### config.mk
export PLATFORM = sky130hd
export DESIGN_NAME = alu_mc
export DESIGN_NICKNAME = d
export VERILOG_FILES = /design/src/rtl/alu_mc_pkg.sv /design/src/rtl/alu_mc_div.sv /design/src/rtl/alu_mc.sv
export SDC_FILE = /design/constraint.sdc
export NUM_CORES = 1
export LEC_CHECK = 0
export ABC_AREA = 1
export CAP_MARGIN = 20
export CORE_AREA = 4 4 138 140
export CTS_CLUSTER_DIAMETER = 150
export DETAILED_ROUTE_END_ITERATION = 6
export DIE_AREA = 0 0 142 144
export PLACE_DENSITY = 0.54
export SLEW_MARGIN = 0
export SYNTH_ARGS = -nofsm -noshare
export SYNTH_HDL_FRONTEND = slang
export SYNTH_SLANG_ARGS = --single-unit
### constraint.sdc
create_clock -name clk -period 1.07 [get_ports clk]
set_input_delay 0.1605 -clock clk [delete_from_list [all_inputs] [get_ports clk]]
set_output_delay 0.1605 -clock clk [all_outputs]
set_load 0.02 [all_outputs]
### src/rtl/alu_mc_pkg.sv
// Shared opcode encodings and FSM state type for the multi-cycle ALU.
package alu_mc_pkg;

  localparam logic [3:0] OP_ADD  = 4'd0;
  localparam logic [3:0] OP_SUB  = 4'd1;
  localparam logic [3:0] OP_MUL  = 4'd2;
  localparam logic [3:0] OP_DIV  = 4'd3;
  localparam logic [3:0] OP_SHL  = 4'd4;
  localparam logic [3:0] OP_SHR  = 4'd5;
  localparam logic [3:0] OP_ROL  = 4'd6;
  localparam logic [3:0] OP_ROR  = 4'd7;
  localparam logic [3:0] OP_AND  = 4'd8;
  localparam logic [3:0] OP_OR   = 4'd9;
  localparam logic [3:0] OP_XOR  = 4'd10;
  localparam logic [3:0] OP_NOR  = 4'd11;
  localparam logic [3:0] OP_NAND = 4'd12;
  localparam logic [3:0] OP_XNOR = 4'd13;
  localparam logic [3:0] OP_EQ   = 4'd14;
  localparam logic [3:0] OP_GT   = 4'd15;

  typedef enum logic [1:0] {
    IDLE     = 2'd0,
    DIV_BUSY = 2'd1,
    DONE     = 2'd2
  } state_t;

endpackage

### src/rtl/alu_mc_div.sv
// Iterative restoring divider, one quotient bit per clock; only built with ALU_MC_DIV_EN.
// done pulses combinationally in the last iteration cycle with the final quotient.
`ifdef ALU_MC_DIV_EN
module alu_mc_div #(
  parameter int WIDTH = 8
) (
  input  logic             clk,
  input  logic             rst,
  input  logic             start,
  input  logic [WIDTH-1:0] dividend,
  input  logic [WIDTH-1:0] divisor,
  output logic             done,
  output logic [WIDTH-1:0] quotient
);
  localparam int CW = $clog2(WIDTH + 1);

  logic             busy;
  logic [CW-1:0]    cnt;
  logic [WIDTH-1:0] rem, quo, dvs;
  logic [WIDTH:0]   r_sh, diff;
  logic             ge;
  logic [WIDTH-1:0] rem_n, quo_n;

  always_comb begin
    r_sh  = {rem, quo[WIDTH-1]};
    diff  = r_sh - {1'b0, dvs};
    ge    = (r_sh >= {1'b0, dvs});
    // when the subtraction is skipped r_sh < divisor, so it fits in WIDTH bits
    rem_n = ge ? diff[WIDTH-1:0] : r_sh[WIDTH-1:0];
    quo_n = {quo[WIDTH-2:0], ge};
  end

  assign done     = busy && (cnt == CW'(1));
  assign quotient = quo_n;

  always_ff @(posedge clk or posedge rst) begin
    if (rst) begin
      busy <= 1'b0;
      cnt  <= '0;
      rem  <= '0;
      quo  <= '0;
      dvs  <= '0;
    end else if (start) begin
      busy <= 1'b1;
      cnt  <= CW'(WIDTH);
      rem  <= '0;
      quo  <= dividend;
      dvs  <= divisor;
    end else if (busy) begin
      rem <= rem_n;
      quo <= quo_n;
      cnt <= cnt - CW'(1);
      if (cnt == CW'(1)) busy <= 1'b0;
    end
  end

endmodule
`endif

### src/rtl/alu_mc.sv
// Multi-cycle ALU with valid/ready handshakes. Define ALU_MC_DIV_EN to build the
// iterative divider; otherwise DIV always reports divide-by-zero in one cycle.
module alu_mc
  import alu_mc_pkg::*;
#(
  parameter int WIDTH = 8,
  parameter int SEL_W = 4
) (
  input  logic             clk,
  input  logic             rst,
  input  logic             in_valid,
  output logic             in_ready,
  input  logic [WIDTH-1:0] a,
  input  logic [WIDTH-1:0] b,
  input  logic [SEL_W-1:0] select,
  output logic             out_valid,
  input  logic             out_ready,
  output logic [WIDTH:0]   z,
  output logic             flag_zero,
  output logic             flag_err
);
  state_t state, nstate;

  logic             accept, div_go, div_done;
  logic [WIDTH-1:0] div_q;
  logic [WIDTH:0]   alu_z;
  logic             alu_err;
  logic [2*WIDTH-1:0] prod;

  assign in_ready  = (state == IDLE) || ((state == DONE) && out_ready);
  assign accept    = in_valid && in_ready;
  assign out_valid = (state == DONE);

`ifdef ALU_MC_DIV_EN
  assign div_go = accept && (select == OP_DIV) && (b != '0);

  alu_mc_div #(.WIDTH(WIDTH)) u_div (
    .clk      (clk),
    .rst      (rst),
    .start    (div_go),
    .dividend (a),
    .divisor  (b),
    .done     (div_done),
    .quotient (div_q)
  );
`else
  assign div_go   = 1'b0;
  assign div_done = 1'b0;
  assign div_q    = '0;
`endif

  assign prod = {{WIDTH{1'b0}}, a} * {{WIDTH{1'b0}}, b};

  // Single-cycle datapath; DIV here is the divide-by-zero (or divider-less) result.
  always_comb begin
    alu_z   = '0;
    alu_err = 1'b0;
    case (select)
      OP_ADD:  alu_z = {1'b0, a} + {1'b0, b};
      OP_SUB:  alu_z = {(a < b), a - b};
      OP_MUL:  alu_z = {|prod[2*WIDTH-1:WIDTH], prod[WIDTH-1:0]};
      OP_DIV:  begin
        alu_z   = {1'b0, {WIDTH{1'b1}}};
        alu_err = 1'b1;
      end
      OP_SHL:  alu_z = {a, 1'b0};
      OP_SHR:  alu_z = {2'b00, a[WIDTH-1:1]};
      OP_ROL:  alu_z = {1'b0, a[WIDTH-2:0], a[WIDTH-1]};
      OP_ROR:  alu_z = {1'b0, a[0], a[WIDTH-1:1]};
      OP_AND:  alu_z = {1'b0, a & b};
      OP_OR:   alu_z = {1'b0, a | b};
      OP_XOR:  alu_z = {1'b0, a ^ b};
      OP_NOR:  alu_z = {1'b0, ~(a | b)};
      OP_NAND: alu_z = {1'b0, ~(a & b)};
      OP_XNOR: alu_z = {1'b0, ~(a ^ b)};
      OP_EQ:   alu_z = {{WIDTH{1'b0}}, (a == b)};
      OP_GT:   alu_z = {{WIDTH{1'b0}}, (a > b)};
      default: alu_z = '0;
    endcase
  end

  always_comb begin
    nstate = state;
    case (state)
      IDLE:     if (in_valid) nstate = div_go ? DIV_BUSY : DONE;
      DIV_BUSY: begin
`ifdef ALU_MC_DIV_EN
        if (div_done) nstate = DONE;
`else
        nstate = IDLE;
`endif
      end
      DONE:     if (out_ready) begin
        if (in_valid) nstate = div_go ? DIV_BUSY : DONE;
        else          nstate = IDLE;
      end
      default:  nstate = IDLE;
    endcase
  end

  // flag_zero is registered so it reads 0 under reset even though z does too.
  always_ff @(posedge clk or posedge rst) begin
    if (rst) begin
      state     <= IDLE;
      z         <= '0;
      flag_zero <= 1'b0;
      flag_err  <= 1'b0;
    end else begin
      state <= nstate;
      if (accept && !div_go) begin
        z         <= alu_z;
        flag_zero <= (alu_z[WIDTH-1:0] == '0);
        flag_err  <= alu_err;
      end else if (div_done) begin
        z         <= {1'b0, div_q};
        flag_zero <= (div_q == '0);
        flag_err  <= 1'b0;
      end
    end
  end

endmodule
run_1/clk_routes.png
(3 px per um)
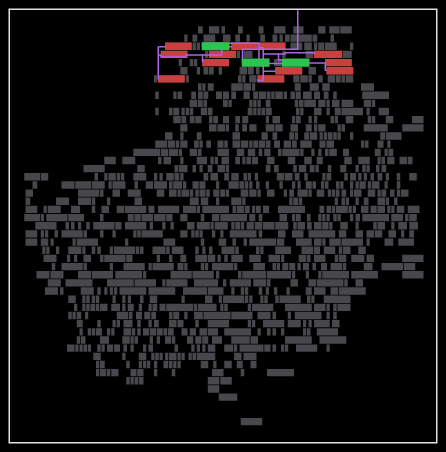
legend:
  clock drivers:
    color: green
    count: 3
  flip-flops:
    color: red
    count: 12
  clock wires:
    color: purple
    length: 164 um
routed clock nets: 4

run_1/placement_by_type.png
(2 px per um)
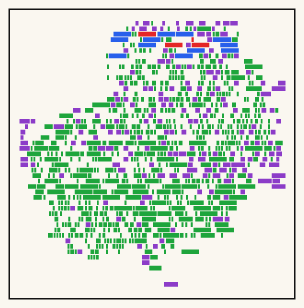
legend:
  combinational and other logic:
    color: green
    cells: 722
  remaining buffers and delay cells:
    color: purple
    cells: 190
  clock drivers and dummy loads:
    color: red
    cells: 4
  sequential cells:
    color: blue
    cells: 12

==> impl_metrics.toml, run 1 <==
# implementation run metrics
[final_timing]
fin_ws_ns = -2.57
setup_viol = 10
finalCritPeriodShare = 3.40
clock.fmax_mhz = 275
finalHoldViolations = 0

[global_routing]
met1_usage = 0.220
grt_util_met2 = 0.236
grt_first_pass_wirelength_mm = 24.4
met3_usage = 0.0116
grt_overflow_total = 0

[synth]
top_cell = "nand2_1"
ys_warn_count = 0
synth_cells = 757
synth_area_sq_mm = 0.00453
fp_nets = 879
ys_ff = 12
synth_area_leader_cell = "nand2_1"
ys_sh_aoi = 0.0585
ys_sh_xor = 0.00386
ys_cells = 757
area_leaders = "nand2_1 (20%), fa_1 (17%), ha_1 (17%), inv_1 (14%), dfrtp_1 (6.6%)"
syn_avg_cell_area_sq_um = 5.99
synth.mux.area_fraction = 0

[final_layout]
final_cell_area_sq_mm = 0.00719
layout.nets = 1051
insertedDiodeCount = 0
num-fill-cells = 1859
buffers = 190
drive_gt1_frac = 0.384
clock_area_frac = 0.0110
sh_comb_area = 0.585
largest_class = "combinational gates"
final_common_cell = "nand2_1"
seq_share = 0.0419
final_util = 0.403
seq_cells = 12

[power_and_ir_drop]
internal_power_w = 0.00435
ir_worst_vdd_uv = 831
finalPower_w = 0.00837
clock_power_w = 0.000676
power_switching_w = 0.00403
seq_power_share = 0.068

[clocking]
numCtsBuffers = 3
cts_num_sinks = 12
hold_buffers = 0
cts_root_buf = "clkbuf_16"
clk_latency_ns = 0.24

[place]
place_ws_ns = -3.51

[routing]
routed_wl_mm = 15.4
wl_met1_mm = 7.56
antenna_left = 0
vias = 5156
dr_wl_met3_um = 625
routed.top_layer = "met4"

[worst_setup_path]
worstReg2RegStart = "state[1]"
critical_path_required_ns = 1.19
cp-startpoint = "b[2]"

[die]
fp.dieH_um = 144
fp.dieW_um = 142

[status]
violations = "negative setup slack"
outcome = "complete, but fails checks"

[run]
warnings = 45
run_1/io_fan.png
(3 px per um)
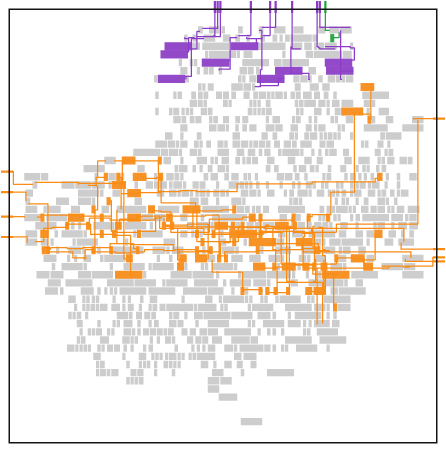
legend:
  a:
    color: orange
    bits: 8
    direction: input
    edge: 4 right, 4 left
    end_cells: 88
    buffers: 28
    wire: 1690 um
  out_ready:
    color: green
    bits: 1
    direction: input
    edge: top
    end_cells: 1
    buffers: 1
    wire: 12.1 um
  z:
    color: purple
    bits: 9
    direction: output
    edge: top
    end_cells: 9
    buffers: 9
    wire: 267 um

[run 1: critical path, cell delays in order]
cell and delay [ns]:
buf_12 0.09, buf_8 0.10, nand2_4 0.05, fa_1 0.56, fa_2 0.46, fa_2 0.49, fa_1 0.56, inv_2 0.05
ha_4 0.28, nand2_2 0.08, nor2_1 0.11, nand3_1 0.12, nand4_1 0.11, nand2_1 0.07, nor2_2 0.13, nand3_1 0.10
nand2_2 0.09, nand2_1 0.05, nand2_1 0.05, nand2_1 0.04
[run 1: what timing repair did]
| item | in CTS | in global routing |
|---|---|---|
| pin swaps | 78 | 74 |
| endpoints found under the setup margin | 24 | 19 |
| gates resized | 227 | 99 |
| setup buffers | 14 | 13 |
| gates cloned | 0 | 1 |
==> run 2: changes to the inputs <==
--- a/config.mk
+++ b/config.mk
@@ -12,6 +12,7 @@
 export DETAILED_ROUTE_END_ITERATION = 6
 export DIE_AREA = 0 0 142 144
 export PLACE_DENSITY = 0.54
+export SKIP_CTS_REPAIR_TIMING = 1
 export SLEW_MARGIN = 0
 export SYNTH_ARGS = -nofsm -noshare
 export SYNTH_HDL_FRONTEND = slang
==> impl_metrics.toml, run 2 <==
# implementation run metrics
[status]
outcome = "complete, but fails checks"
violations = "negative setup slack"

[power_and_ir_drop]
finalPower_w = 0.00818
ir_worst_vdd_uv = 815
power_density_mw_per_mm2 = 1150

[final_timing]
setup_viol = 10
clock.fmax_mhz = 271
finalCritPeriodShare = 3.45
worst_pin_slew_ns = 0.543
fin_ws_ns = -2.62
whs_ns = 0.234
slew_headroom = 0.633
finalHoldViolations = 0

[final_layout]
final_cell_area_sq_mm = 0.00711
final_common_cell = "nand2_1"
drive_gt1_frac = 0.360
final_util = 0.398
comb_area_sq_mm = 0.00413
fin_cells = 1153
layout.nets = 1047
synthToLayoutAreaGrowth_pct = 56.8
num-fill-cells = 1861
insertedDiodeCount = 0

[worst_setup_path]
max_stage_delay_ns = 0.58
arrival_ns = 3.82
worstRegToRegCells = 8
cp_slowest_cell = "fa_1"
path_buffers = 3
worstReg2RegStart = "state[1]"
cp-start-kind = "input pin"
cp-startpoint = "b[7]"
path_cells = "buf_8 > buf_6 > nand2_4 > fa_1 > fa_1 > fa_1 > fa_1 > inv_2 > ha_4 > nand2_2 > nor2_1 > nand3_1 > nand4_1 > nand2_1 > nor2_2 > nand3_1 > nand2_2 > nand2_1 > nand2_1 > nand2_1"
path_delay_family = "adder cells"
cp.depth = 20
critical_path_required_ns = 1.19

[routing]
routed_wl_mm = 15.1
vias = 5086
dr_wl_met3_um = 662
wl_met1_mm = 7.51
antenna_left = 0
drc = 0
routed.top_layer = "met4"

[place]
portBuffers = 36
gp_congestion = 0.908
placed_area_sq_mm = 0.00627
place_ws_ns = -3.51

[synth]
ff_type = "dfrtp_1"
synth_cells = 757
ys_ff = 12
ys_cells = 757
synth.mux.area_fraction = 0
adder_share = 0.333
simple_gate_share = 0.372
ys_seq_share = 0.0662
top_cell = "nand2_1"
ys_sh_aoi = 0.0585
logic_family = "simple AND/OR/NAND/NOR gates"
synth_area_sq_mm = 0.00453
synth_area_leader_cell = "nand2_1"
async_flop_share = 1.00
syn_avg_cell_area_sq_um = 5.99
fp_nets = 879
ys_sh_xor = 0.00386
ys_warn_count = 0
area_leaders = "nand2_1 (20%), fa_1 (17%), ha_1 (17%), inv_1 (14%), dfrtp_1 (6.6%)"

[clocking]
cts_tree = "yes"
cts.path.max_buffers = 2
clk_latency_ns = 0.24
cts_root_buf = "clkbuf_16"

[global_routing]
grt_util_met2 = 0.225
met1_usage = 0.217
grt_usage = 0.140
grt_overflow_total = 0
met3_usage = 0.00728
grt_first_pass_wirelength_mm = 23.5

[die]
fp.dieW_um = 142
pin_count = 37
dieArea_sq_mm = 0.0204
fp.dieH_um = 144

[run]
warnings = 44
[run 2: cell counts after synthesis]
No cell type changed its count.
[run 2: where the power goes]
| group | total [W] | internal (W) | switching (W) | leakage, nW |
|---|---|---|---|---|
| clock | 0.000676 | 0.000500 | 0.000176 | 0.0382 |
| sequential | 0.000569 | 0.000531 | 0.0000377 | 0.151 |
| combinational | 0.00693 | 0.00318 | 0.00376 | 3.84 |
| total | 0.00818 | 0.00421 | 0.00397 | 4.03 |
[run 2: area by class of cell]
| cell class | count | share of cell area |
|---|---|---|
| Sequential cell | 12 | 0.0424 |
| Multi-Input combinational cell | 547 | 0.581 |
| Clock buffer | 4 | 0.0111 |
| Tap cell | 229 | 0.0403 |
| Inverter | 175 | 0.0931 |
| Timing Repair Buffer | 186 | 0.232 |
run_2/clocks.png
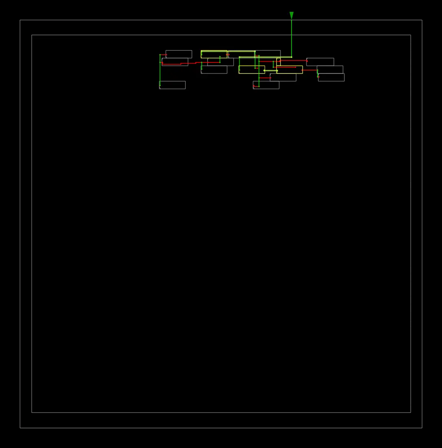
# clk buffers: 4
clock buffer count from CTS: 3
Clock Skew: 0.00514 ns
flip-flops: 12
clock sink count: 12

run_2/placement_by_type.png
(2 px per um)
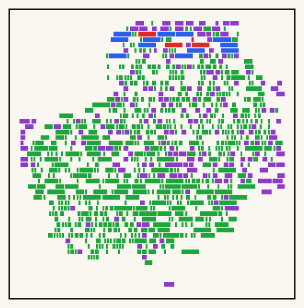
legend:
  combinational and other logic:
    color: green
    cells: 722
  sequential cells:
    color: blue
    cells: 12
  remaining buffers and delay cells:
    color: purple
    cells: 186
  clock drivers and dummy loads:
    color: red
    cells: 4

No activity file was given, so power comes from the tool's default toggle rates.
